`src/rtl/pool_ctrl_pkg.sv`:
```
// rtl/pool_ctrl_pkg.sv - pkg_pooling: pooling unit geometry tables, widths and sequencer state type
package pkg_pooling;

    localparam int POOLUNITS      = 1;
    localparam int ACT_BITS       = 3;
    localparam int PARALLEL_MAX   = 2;
    localparam int PARALLEL_CONFS = 2;

    // Tables indexed [unit id][conf][slice][0 = first row, 1 = last row]
    localparam int KER_SIZE [2:POOLUNITS+1] = '{2};
    localparam int PARALLEL_NUM [2:POOLUNITS+1][PARALLEL_CONFS] = '{'{1, 2}};
    localparam int PARALLEL_IN [2:POOLUNITS+1][PARALLEL_CONFS][PARALLEL_MAX][2] =
        '{'{'{'{0, 27}, '{0, 0}}, '{'{0, 9}, '{10, 19}}}};
    localparam int PARALLEL_OUT [2:POOLUNITS+1][PARALLEL_CONFS][PARALLEL_MAX][2] =
        '{'{'{'{0, 13}, '{0, 0}}, '{'{0, 4}, '{5, 9}}}};

    function automatic int max_row();
        int m = 0;
        for (int u = 2; u <= POOLUNITS + 1; u++)
            for (int c = 0; c < PARALLEL_CONFS; c++)
                for (int n = 0; n < PARALLEL_MAX; n++)
                    for (int e = 0; e < 2; e++) begin
                        if (PARALLEL_IN[u][c][n][e] > m)  m = PARALLEL_IN[u][c][n][e];
                        if (PARALLEL_OUT[u][c][n][e] > m) m = PARALLEL_OUT[u][c][n][e];
                    end
        return m;
    endfunction

    localparam int ROW_W = $clog2(max_row() + 1);
    localparam int BIT_W = $clog2(ACT_BITS);

    // Index of the final output row: the longest slice decides when the layer ends
    function automatic int last_row(input int id, input int c);
        int m = 0;
        for (int n = 0; n < PARALLEL_MAX; n++)
            if (n < PARALLEL_NUM[id][c] &&
                PARALLEL_OUT[id][c][n][1] - PARALLEL_OUT[id][c][n][0] > m)
                m = PARALLEL_OUT[id][c][n][1] - PARALLEL_OUT[id][c][n][0];
        return m;
    endfunction

    typedef enum logic [2:0] {
        S_IDLE  = 3'd0,
        S_READ  = 3'd1,
        S_DRAIN = 3'd2,
        S_WRITE = 3'd3,
        S_FIN   = 3'd4
    } pool_ctrl_state_t;

endpackage

```
`src/rtl/pool_ctrl_delay.sv`:
```
// rtl/pool_ctrl_delay.sv - DEPTH-stage shift register aligning read strobes to memory latency
module pool_ctrl_delay #(
    parameter int DEPTH = 2,
    parameter int W     = 3
) (
    input  logic         clk,
    input  logic         rst,
    input  logic [W-1:0] din,
    output logic [W-1:0] dout
);

    logic [W-1:0] stage [DEPTH];

    always_ff @(posedge clk) begin
        if (rst) begin
            for (int s = 0; s < DEPTH; s++) stage[s] <= '0;
        end else begin
            stage[0] <= din;
            for (int s = 1; s < DEPTH; s++) stage[s] <= stage[s-1];
        end
    end

    assign dout = stage[DEPTH-1];

endmodule

```
`src/rtl/pool_ctrl.sv`:
```
// rtl/pool_ctrl.sv - pooling unit sequencer: reads, datapath strobes, output writes
// Define POOL_CTRL_PERF_EN to add the saturating write-stall counter output stall_cnt.
module pool_ctrl
    import pkg_pooling::*;
#(
    parameter int ID      = 2,
    parameter int MEM_LAT = 2
) (
    input  logic                                 clk,
    input  logic                                 rst,
    input  logic                                 start,
    input  logic                                 conf,
    output logic                                 busy,
    output logic                                 done,
    output logic [PARALLEL_MAX-1:0]              rd_en,
    output logic [PARALLEL_MAX-1:0][ROW_W-1:0]   rd_row,
    output logic [BIT_W-1:0]                     rd_bit,
    output logic                                 pool_clear,
    output logic [PARALLEL_MAX-1:0]              pool_en,
    output logic [PARALLEL_MAX-1:0]              wr_en,
    output logic [PARALLEL_MAX-1:0][ROW_W-1:0]   wr_row,
`ifdef POOL_CTRL_PERF_EN
    output logic [15:0]                          stall_cnt,
`endif
    input  logic                                 wr_rdy
);

    localparam int KER   = KER_SIZE[ID];
    localparam int LAT_W = $clog2(MEM_LAT + 1);

    pool_ctrl_state_t state;
    logic             conf_q;
    logic [ROW_W-1:0] i_q;
    logic [ROW_W-1:0] k_q;
    logic [BIT_W-1:0] b_q;
    logic [LAT_W-1:0] lat_q;
    logic [ROW_W-1:0] last_i;
    logic             wr_hs;
    logic             first_rd;

    logic [PARALLEL_MAX-1:0] active;
    logic [ROW_W:0]          out_ext;
    logic [PARALLEL_MAX:0]   dly_in;
    logic [PARALLEL_MAX:0]   dly_out;

    assign last_i = ROW_W'(last_row(ID, int'(conf_q)));
    assign wr_hs  = (|wr_en) && wr_rdy;

    always_ff @(posedge clk) begin
        if (rst) begin
            state  <= S_IDLE;
            conf_q <= 1'b0;
            i_q    <= '0;
            k_q    <= '0;
            b_q    <= '0;
            lat_q  <= '0;
        end else begin
            case (state)
                S_IDLE: begin
                    if (start) begin
                        state  <= S_READ;
                        conf_q <= conf;
                        i_q    <= '0;
                        k_q    <= '0;
                        b_q    <= BIT_W'(ACT_BITS - 1);
                    end
                end
                S_READ: begin
                    if (b_q == '0) begin
                        b_q <= BIT_W'(ACT_BITS - 1);
                        if (k_q == ROW_W'(KER - 1)) begin
                            k_q   <= '0;
                            lat_q <= '0;
                            state <= S_DRAIN;
                        end else begin
                            k_q <= k_q + 1'b1;
                        end
                    end else begin
                        b_q <= b_q - 1'b1;
                    end
                end
                S_DRAIN: begin
                    if (lat_q == LAT_W'(MEM_LAT - 1)) state <= S_WRITE;
                    else                              lat_q <= lat_q + 1'b1;
                end
                S_WRITE: begin
                    if (wr_hs) begin
                        if (i_q == last_i) begin
                            state <= S_FIN;
                        end else begin
                            i_q   <= i_q + 1'b1;
                            state <= S_READ;
                        end
                    end
                end
                S_FIN:   state <= S_IDLE;
                default: state <= S_IDLE;
            endcase
        end
    end

    // Slice mask and row addresses; one extra bit keeps the row-range compare from wrapping
    always_comb begin
        active  = '0;
        rd_en   = '0;
        rd_row  = '0;
        wr_en   = '0;
        wr_row  = '0;
        rd_bit  = '0;
        out_ext = '0;
        for (int n = 0; n < PARALLEL_MAX; n++) begin
            out_ext = (ROW_W+1)'(PARALLEL_OUT[ID][conf_q][n][0]) + {1'b0, i_q};
            if (n < PARALLEL_NUM[ID][conf_q] &&
                out_ext <= (ROW_W+1)'(PARALLEL_OUT[ID][conf_q][n][1]))
                active[n] = 1'b1;
            if (state == S_READ && active[n]) begin
                rd_en[n]  = 1'b1;
                rd_row[n] = ROW_W'(PARALLEL_IN[ID][conf_q][n][0]) + i_q * ROW_W'(KER) + k_q;
            end
            if (state == S_WRITE && active[n]) begin
                wr_en[n]  = 1'b1;
                wr_row[n] = out_ext[ROW_W-1:0];
            end
        end
        if (state == S_READ) rd_bit = b_q;
    end

    assign first_rd = (state == S_READ) && (k_q == '0) &&
                      (b_q == BIT_W'(ACT_BITS - 1)) && (|rd_en);
    assign dly_in   = {rd_en, first_rd};

    pool_ctrl_delay #(
        .DEPTH (MEM_LAT),
        .W     (PARALLEL_MAX + 1)
    ) u_delay (
        .clk  (clk),
        .rst  (rst),
        .din  (dly_in),
        .dout (dly_out)
    );

    assign pool_en    = dly_out[PARALLEL_MAX:1];
    assign pool_clear = dly_out[0];
    assign busy       = (state == S_READ) || (state == S_DRAIN) || (state == S_WRITE);
    assign done       = (state == S_FIN);

`ifdef POOL_CTRL_PERF_EN
    always_ff @(posedge clk) begin
        if (rst || (state == S_IDLE && start))
            stall_cnt <= '0;
        else if (state == S_WRITE && !wr_rdy && stall_cnt != 16'hFFFF)
            stall_cnt <= stall_cnt + 16'd1;
    end
`endif

endmodule

```
`config.mk`:
```
export PLATFORM = sky130hd
export DESIGN_NAME = pool_ctrl
export DESIGN_NICKNAME = d
export VERILOG_FILES = /design/src/rtl/pool_ctrl_pkg.sv /design/src/rtl/pool_ctrl_delay.sv /design/src/rtl/pool_ctrl.sv
export SDC_FILE = /design/constraint.sdc
export NUM_CORES = 1
export LEC_CHECK = 0
export ABC_AREA = 1
export CAP_MARGIN = 0
export CORE_MARGIN = 1.5
export CORE_UTILIZATION = 45
export DETAILED_ROUTE_END_ITERATION = 6
export PLACE_DENSITY = 0.81
export SLEW_MARGIN = 20
export SYNTH_ARGS = -nofsm -noshare
export SYNTH_HDL_FRONTEND = slang
export SYNTH_SLANG_ARGS = --single-unit
```
`constraint.sdc`:
```
create_clock -name clk -period 4.7 [get_ports clk]
set_input_delay 0.705 -clock clk [delete_from_list [all_inputs] [get_ports clk]]
set_output_delay 0.705 -clock clk [all_outputs]
set_load 0.05 [all_outputs]
```
==> run_1/placement.png <==
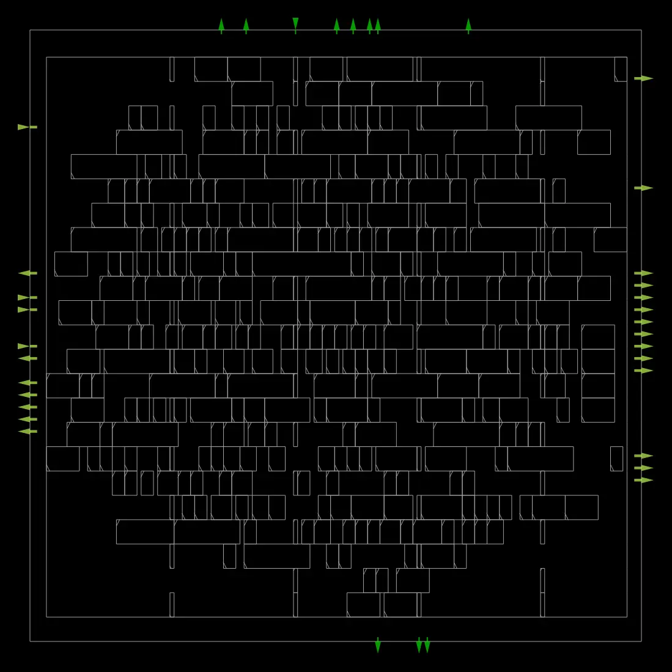
Core ar.: 4060 um^2
n_taps: 50
num rows: 23

==> run_1/logic_types.png <==
The bar under the picture is 20 um long.
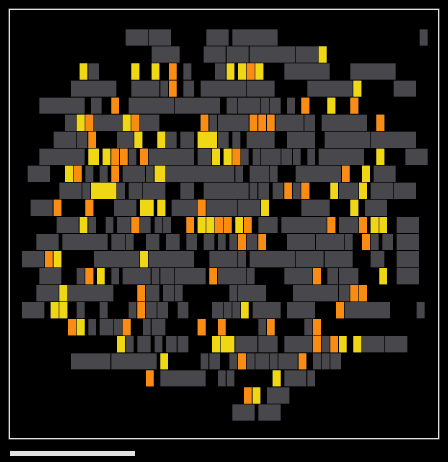
Yellow shows nor cells, cells 52, most used nor2_1, where widely spread. Orange shows inv cells, cells 57, most used inv_1.
count of placed standard cells in the final layout, fillers left out: 366
most numerous logic cell after layout: nand2_1
logic gate fraction of the total cell area: 0.505

==> run_1/placement_by_type.png <==
The bar under the picture is 20 um long. Fill, decap, tap and diode cells in gray.
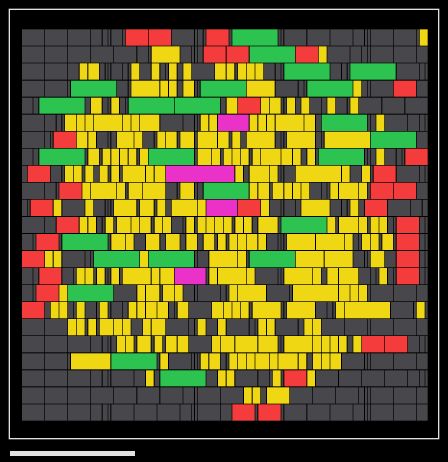
Green shows sequential cells, cells 24. Yellow shows combinational and other logic, cells 255. Red shows remaining buffers and delay cells, cells 33. Magenta shows clock drivers and dummy loads, cells 4.
flip-flop and latch share of the layout cell area: 0.205
design area: 2340 um^2
Post-Route Utilization: 0.576

==> notes.md, run 1 <==
The flow completed. The worst path needs 4.32 ns of the cycle, external delays included. Max fanout on the critical path was recorded as 9. For reference, the most critical setup path is categorized as reg2out. Sum of negative setup slack landed at 0 ns. Signal arrival time at the worst endpoint landed at 3.62 ns. Global-route total usage across every layer landed at 0.202. Dividing the synthesized area by the synthesized cell count gives 6.73 um^2. The net switching power in the latest report is 0.000553 W.

Pin slew with the least headroom to its limit landed at 0.533 ns. The number of maximum-capacitance violations recorded for the run is 0. Hold buffer count at CTS landed at 0. After the last flow step, the layout net total stands at 344. The routed design shows a wire length per standard cell of 11.7 um. The stage logs contain a warning count of 31. Counting flops and latches in the post-synthesis netlist gives 24. Summed over all nets, the half-perimeter wirelength after detailed placement is 3340 um. Number of design-rule violations left by the first detailed-router iteration landed at 86. Number of antenna diodes landed at 0.

Number of antenna violations at the first check in global routing landed at 0. Ratio of routed vias to standard cells landed at 4.93. The initial utilization of the core area, before any placement, comes to 0.473.

The final max-slew violation count recorded for this run is 0. Synthesis-to-finish area growth landed at 21.8%. The flow reported a cell area power density of 483 nW/um^2. Of the total power, the clock network draws 0.163. For the worst setup path, the data required time is 3.99 ns.

Fraction of layout instances using a drive strength above 1 landed at 0.108. Sequential cell area fraction in the yosys report landed at 0.250. Final total power landed at 0.00113 W. Share of total power in combinational logic landed at 0.569. TritonRoute reported its final design rule violation total as 0. STA classifies the critical path endpoint as an output pin.

In this run the remaining antenna-violating nets after routing total 0. By instance count after routing, the leading logic cell types are 58 x nand2_1, 46 x nor2_1, 44 x inv_1. In the synthesis report, Yosys lists the chip area as 1920 um^2. Die outline width landed at 68.3 um. Synthesis handed over a netlist of 285 instances. Via count of the routed design landed at 1805. Number of setup buffers added after CTS landed at 0.

Worst slack on hold paths landed at 0.407 ns. Internal power landed at 0.000576 W. Final setup violation count landed at 0. The share of total power dissipated in sequential elements is 0.267.

The combinational power reported by the tool is 0.000643 W. The wire length recorded after detailed routing is 4280 um. Total die area landed at 4670 um^2.

The clock passes through at most 2 buffers. The synthesized netlist contains 35 unique library cells. Leakage component of the power landed at 1.06 nW. Based on the critical path, the design can be clocked at up to 231 MHz. Entering global routing, the biggest net connects 15 pins. TritonCTS sink count landed at 24. Total CTS buffers landed at 3. Clock slew at the register clock pins of the worst setup and hold paths landed at 0.09 ns. Final clock skew landed at 0.00139 ns. Total of cells resized after clock tree synthesis landed at 0. STA classifies the critical path startpoint as a flip-flop. The path class of the tightest hold or removal check is reg2reg. The run finished with clean final reports. Worst relative slew slack landed at 0.643. The synth_stat.txt file lists the number of cells as 285.

Number of levels in the clock H-tree landed at 1. The buffer_ports step reported a buffer count of 33. Detailed-routing iteration count for the pre-antenna-repair pass landed at 4. Clock tree synthesis selected as its root buffer the cell clkbuf_8. TritonCTS built the clock tree.

Final estimated routing congestion in global placement landed at 0.918. Sequential power for this build is 0.000302 W. Number of global-route vias before repair landed at 1641.

The flow reports power dissipated in the clock network as 0.000185 W. Number of top-level pins landed at 36. Largest voltage drop on the vdd net landed at 0.322 mV.

The script computed the net switching share of total power as 0.490. Post-synthesis instance area landed at 1920 um^2. Of the available clock period, the critical path in the final layout requires 0.920.

The dominant power group in this design is combinational cells. Hold-check failures listed in the final report amount to 0. Setup repair after global routing left no endpoint under its margin. Wire length of the first global-routing pass landed at 7200 um.
[run 1: cell usage after synthesis, drive strengths merged]
| cell type | count | share of area |
|---|---|---|
| or2 | 5 | 0.016 |
| o21bai | 1 | 0.0039 |
| a221oi | 1 | 0.0046 |
| nand2 | 61 | 0.13 |
| conb | 1 | 0.0020 |
| clkinv | 1 | 0.0020 |
| a21oi | 15 | 0.039 |
| xnor2 | 2 | 0.0091 |
| dfxtp | 24 | 0.25 |
| xor2 | 5 | 0.023 |
| buf | 5 | 0.022 |
| a211oi | 1 | 0.0065 |
| clkbuf | 2 | 0.0039 |
| nor3 | 2 | 0.0052 |
| nand3 | 15 | 0.059 |
| o21ai | 6 | 0.016 |
| ha | 18 | 0.12 |
| fa | 4 | 0.042 |
| inv | 56 | 0.11 |
| nor2 | 49 | 0.10 |
| nor4b | 1 | 0.0046 |
| a31o | 1 | 0.0046 |
| nand4 | 9 | 0.033 |
[run 1: logic make-up (layout without fill, tap and decap cells)]
group | after synthesis | in the layout | share of synthesized area
buf+inv | 64 | 94 | 0.137
simple gates | 142 | 142 | 0.346
other cells | 1 | 2 | 0.00195
xor+xnor | 7 | 7 | 0.0319
flops | 24 | 24 | 0.250
fa+ha+maj | 22 | 22 | 0.159
compound gates | 25 | 25 | 0.0743
[run 1: stage by stage]
stage | instances | setup slack, ns | cell area (um^2)
floorplan | 286 | 0.377 | 1920
global placement | 362 | 0.804 | 2270
detailed placement | 362 | 0.700 | 2270
CTS | 366 | 0.390 | 2340
global route | 366 | 0.132 | 2340
finish | 366 | 0.377 | 2340
[run 1: final timing paths]
kind,from,end,slack (ns),cells past startpoint
hold / removal,u_delay.stage[0][1]$_SDFF_PP0_,u_delay.stage[0][4]$_SDFF_PP0_,0.41,2
setup reg to reg,i_q[2]$_SDFFE_PP0P_,i_q[4]$_SDFFE_PP0P_,1.90,15
hold reg to reg,u_delay.stage[0][1]$_SDFF_PP0_,u_delay.stage[0][4]$_SDFF_PP0_,0.41,2
setup / recovery,i_q[2]$_SDFFE_PP0P_,rd_row[9],0.38,12
[run 1: layer usage]
layer	global-route usage	share of wire	vias to the layer above
li1	-	-	937
met1	0.263	0.46	816
met2	0.343	0.48	47
met3	0.0313	0.053	5
met4	0.0550	0.011	0
met5	0	0	-
[run 1: state kept, by name, summed over array words and instances (netlist names)]
name / cells
u_delay.stage: 6
i_q: 5
k_q: 5
state: 3
b_q: 2
lat_q: 2
conf_q: 1
[run 1: cell type report]
class	count	area (um^2)
timing repair buffer	33	330
clock buffer	3	41.3
inverter	57	214
clock inverter	1	30.0
tap	50	62.6
sequential	24	480
multi-input combinational	198	1180
fill	375	1720
[run 1: critical path: stages, from the launching register on]
cell             delay (ns)
dfxtp_1                0.53
ha_1                   0.36
a31o_2                 0.27
xor2_1                 0.19
inv_1                  0.07
ha_1                   0.28
or2_2                  0.27
nand2_1                0.08
nand3_2                0.12
nor2_1                 0.16
inv_2                  0.10
a21oi_1                0.12
clkdlybuf4s50_1        0.81
## Run 2: what changed since run 1
--- a/config.mk
+++ b/config.mk
@@ -15,3 +15,4 @@
 export SYNTH_ARGS = -nofsm -noshare
 export SYNTH_HDL_FRONTEND = slang
 export SYNTH_SLANG_ARGS = --single-unit
+export TNS_END_PERCENT = 10
==> run_2/logic_types.png <==
The bar under the picture is 20 um long.
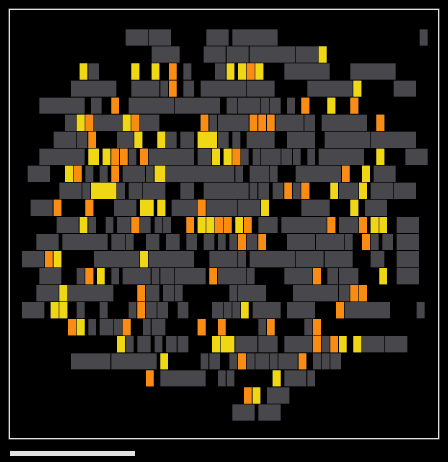
Yellow shows nor cells, cells 52, most used nor2_1, where widely spread. Orange shows inv cells, cells 57, most used inv_1.

==> run_2/flops_by_reg.png <==
The bar under the picture is 20 um long. Other sequential cells in the stronger gray, the rest of the logic in the fainter gray.
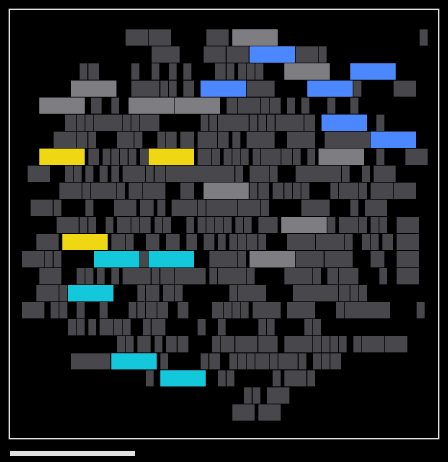
Blue shows u_delay.stage, sequential cells 6, where north-east. Yellow shows state, sequential cells 3. Cyan shows i_q, sequential cells 5.

==> run 2 against run 1 <==
Wire length unchanged; core utilization unchanged; combinational power barely moved; first-iteration DRC count unchanged; setup slack unchanged; sequential cell count unchanged; via count unchanged; non-clock buffer count stayed put; critical path depth stayed put; die size is the same; global-route usage stayed put.
==> notes.md, run 2 <==
The flow completed. The run finished with clean final reports. Leakage component of the power landed at 1.06 nW. Number of buffers and inverters on the critical path landed at 3. The worst setup path is launched from a flip-flop. Global-route total usage across every layer landed at 0.202. Final-report hold violation count landed at 0. Counting only logic cells after layout, the most numerous master is nand2_1. The report puts the hold buffer count at CTS at 0. The synthesized instance count is 285. Post-route clock period utilization landed at 0.920. Switching power as a fraction of the total was reported as 0.490. By count the netlist is led by 58 x nand2_1, 46 x nor2_1, 44 x inv_1, 24 x dfxtp_1, 18 x ha_1.

Number of global-route vias before repair landed at 1641. Entering global routing, the biggest net connects 15 pins. After detailed placement, the total cell area comes to 2270 um^2. The repair_antennas step left the layout with diodes totalling 0. Synthesis-to-finish area growth landed at 21.8%. Sorting the Yosys area breakdown by cell type puts at the top dfxtp_1. Number of antenna violations at the first check in global routing landed at 0. The synthesis log from Yosys contains 0 warnings. Of the total synthesized cell area, the portion taken by XOR and XNOR cells is 0.0319. Number of design-rule violations left by the first detailed-router iteration landed at 86.

Post-synthesis instance area landed at 1920 um^2. According to the floorplan log, the row count is 23. Per STA, the worst path accumulates the most delay in the family buffers and inverters. The power report attributes to the clock group a share of 0.163. Delay of the slowest cell on the worst path landed at 0.81 ns. The slowest stage of the critical path is the clkdlybuf4s50_1 cell. Count of max-cap constraint violations landed at 0. Per the timing report, the achievable frequency comes out to 231 MHz. Post-layout minimum cycle time landed at 4.32 ns.

Number of top-level pins landed at 36. Proportion of synthesized area in mux cells landed at 0. Cell total in the yosys stat output landed at 285. The die is 68.3 um wide.

Max-slew check failures listed in the final report amount to 0. In the power breakdown, the internal column shows 0.000576 W. STA classifies the critical path endpoint as an output pin. Power spread over the standard cell area amounts to 483 nW/um^2. The worst register-to-register path begins at i_q[2]$_SDFFE_PP0P_. Once layout is done, the placed cells without fillers occupy 2340 um^2. Data on the critical path is required at its endpoint by 3.99 ns. The largest register by flop count is u_delay.stage. Pin slew with the least headroom to its limit landed at 0.533 ns. The main area contributors are dfxtp_1 25%, ha_1 12%, nand2_1 11%, nor2_1 9.0%, inv_1 8.6%. The worst hold path begins at u_delay.stage[0][1]$_SDFF_PP0_. CTS saw 24 sinks. By area, the combinational part of the netlist is dominated by simple AND/OR/NAND/NOR gates. Synthesis-stage register bit count landed at 24. Post-detailed-route count of antenna-violating nets landed at 0. The floorplan step defined a core boundary enclosing 4060 um^2.

Fraction of layout instances using a drive strength above 1 landed at 0.108. Count of filler cells inserted in the layout landed at 375. Insertion delay of the later-clocked pin in the worst-skew pair landed at 0.27 ns. Largest voltage drop on the vdd net landed at 0.322 mV. Count of input and output buffers landed at 33. Per STA, the worst path is made up of ha_1, a31o_2, xor2_1, inv_1, ha_1, or2_2, nand2_1, nand3_2, nor2_1, inv_2, a21oi_1, clkdlybuf4s50_1. Total wire length after detailed routing landed at 4280 um. Per the GRT congestion report, total overflow comes to 0. Per the synth stats, the proportion of register bits with asynchronous set or reset is 0.

Count of unique library cells instantiated by Yosys landed at 35. Per the synthesis report, the AND-OR/OR-AND share of the synthesized area is 0.0743. The worst setup path is of the reg2out kind. Setup repair after global routing left no endpoint under its margin. Share of total power in combinational logic landed at 0.569. Clock slew at the register clock pins of the worst setup and hold paths landed at 0.09 ns.

In the final report, the number of endpoints failing setup comes to 0. Final estimated routing congestion in global placement landed at 0.918. In this design, the critical path's most frequently occurring cell is ha_1. TritonCTS built the clock tree. In the post-route analysis, the smallest setup slack over all paths is 0.377 ns. The clock passes through at most 2 buffers. Starting density of the core landed at 0.473.

Number of setup buffers added after CTS landed at 0. Fraction of the mapped netlist area in simple logic gates landed at 0.346. Among all flip-flop cells after synthesis, the most frequent one is dfxtp_1. Logged for this run, the post-placement worst setup slack is 0.700 ns. Adder-cell area share of the yosys netlist landed at 0.159. In the final layout, the registers with the most flip-flops are u_delay.stage (6), i_q (5), k_q (5). After detailed routing, the average wire length per cell comes to 11.7 um. Detailed-routing iteration count for the pre-antenna-repair pass landed at 4.

Of the total power, registers draw 0.267. Sum of negative setup slack landed at 0 ns. After synthesis, the chip area reported by Yosys is 1920 um^2. Sequential cell area fraction in the yosys report landed at 0.250.

Total die area landed at 4670 um^2. Peak fanout along the critical path landed at 9. OpenROAD warning count landed at 31. HPWL after detailed placement landed at 3340 um. Buffers inserted during clock tree synthesis total 3. The first global-routing pass estimated 7200 um of wire.

Total number of nets in the final design landed at 344. For this run, the detailed router reports a per-instance via density of 4.93. Worst relative slew slack landed at 0.643. Final clock skew landed at 0.00139 ns. Total of cells resized after clock tree synthesis landed at 0. After detailed routing, the number of remaining DRC violations is 0. For this block, the via count after detailed routing is 1805. Share of the synthesized area in the top cell type landed at 0.250.

Number of flip-flops in the largest register landed at 6. Net switching power figure landed at 0.000553 W. By instance count, the leading cell after synthesis is nand2_1. In this run the clock root is driven by a clkbuf_8. The most critical min-delay path falls under reg2reg. The critical path starts at i_q[2]$_SDFFE_PP0P_. Per the OpenROAD floorplan log, the height of the die is 68.3 um. In the layout the commonest cells are 58 x nand2_1, 46 x nor2_1, 44 x inv_1.

Number of flops mapped to enable cells by yosys landed at 0. Mean post-synth cell area landed at 6.73 um^2. The data arrival time reported for the critical path is 3.62 ns. Per the CTS log, the maximum H-tree level is 1.
## run 2: worst paths after layout
| kind | end | slack [ns] | cells after the start |
|---|---|---|---|
| setup reg to reg | i_q[4]$_SDFFE_PP0P_ | 1.90 | 15 |
| hold reg to reg | u_delay.stage[0][4]$_SDFF_PP0_ | 0.41 | 2 |
| setup / recovery | rd_row[9] | 0.38 | 12 |
| hold / removal | u_delay.stage[0][4]$_SDFF_PP0_ | 0.41 | 2 |
## run 2: cells by family (layout without fill, tap and decap cells)
kind of cell / after synthesis / in the layout
compound gates: 25 / 25
fa+ha+maj: 22 / 22
other cells: 1 / 2
flops: 24 / 24
simple gates: 142 / 142
buf+inv: 64 / 94
xor+xnor: 7 / 7
## run 2: final cells by class
class	instances	area, um^2	share of cell area
tap	50	62.6	0.0268
clock buffer	3	41.3	0.0177
inverter	57	214	0.0915
multi-input combinational	198	1180	0.505
timing repair buffer	33	330	0.141
clock inverter	1	30.0	0.0128
sequential	24	480	0.205
## run 2: routing by layer
layer	part of all wire	wire (um)	up-vias	global-route usage
met5	0	0	-	0
met4	0.011	45	0	0.0550
met3	0.053	227	5	0.0313
met2	0.48	2050	47	0.343
met1	0.46	1950	816	0.263
li1	-	-	937	-
## run 2: power groups by stage
stage	clock network, W	logic (W)	registers (W)
6_report	0.000185	0.000643	0.000302
3_3_place_gp	0	0.000625	0.000302
5_1_grt	0.000193	0.000730	0.000310
3_5_place_dp	0	0.000640	0.000306
2_1_floorplan	0	0.000508	0.000291
4_1_cts	0.000186	0.000645	0.000301
## run 2: worst min-delay path: stages, from the launching register on
cell     delay, ns
dfxtp_1       0.31
inv_1         0.04
nor2_1        0.03
## run 2: through the flow
stage	util	power, W	std cells	hold slack [ns]
2_1_floorplan	-	0.000799	286	0.388
3_3_place_gp	0.559	0.000927	362	0.391
3_5_place_dp	0.559	0.000946	362	0.395
4_1_cts	0.576	0.00113	366	0.408
5_1_grt	0.576	0.00123	366	0.422
6_report	0.576	0.00113	366	0.407
Power figures rest on the tool's default switching activity, not on a simulated workload.
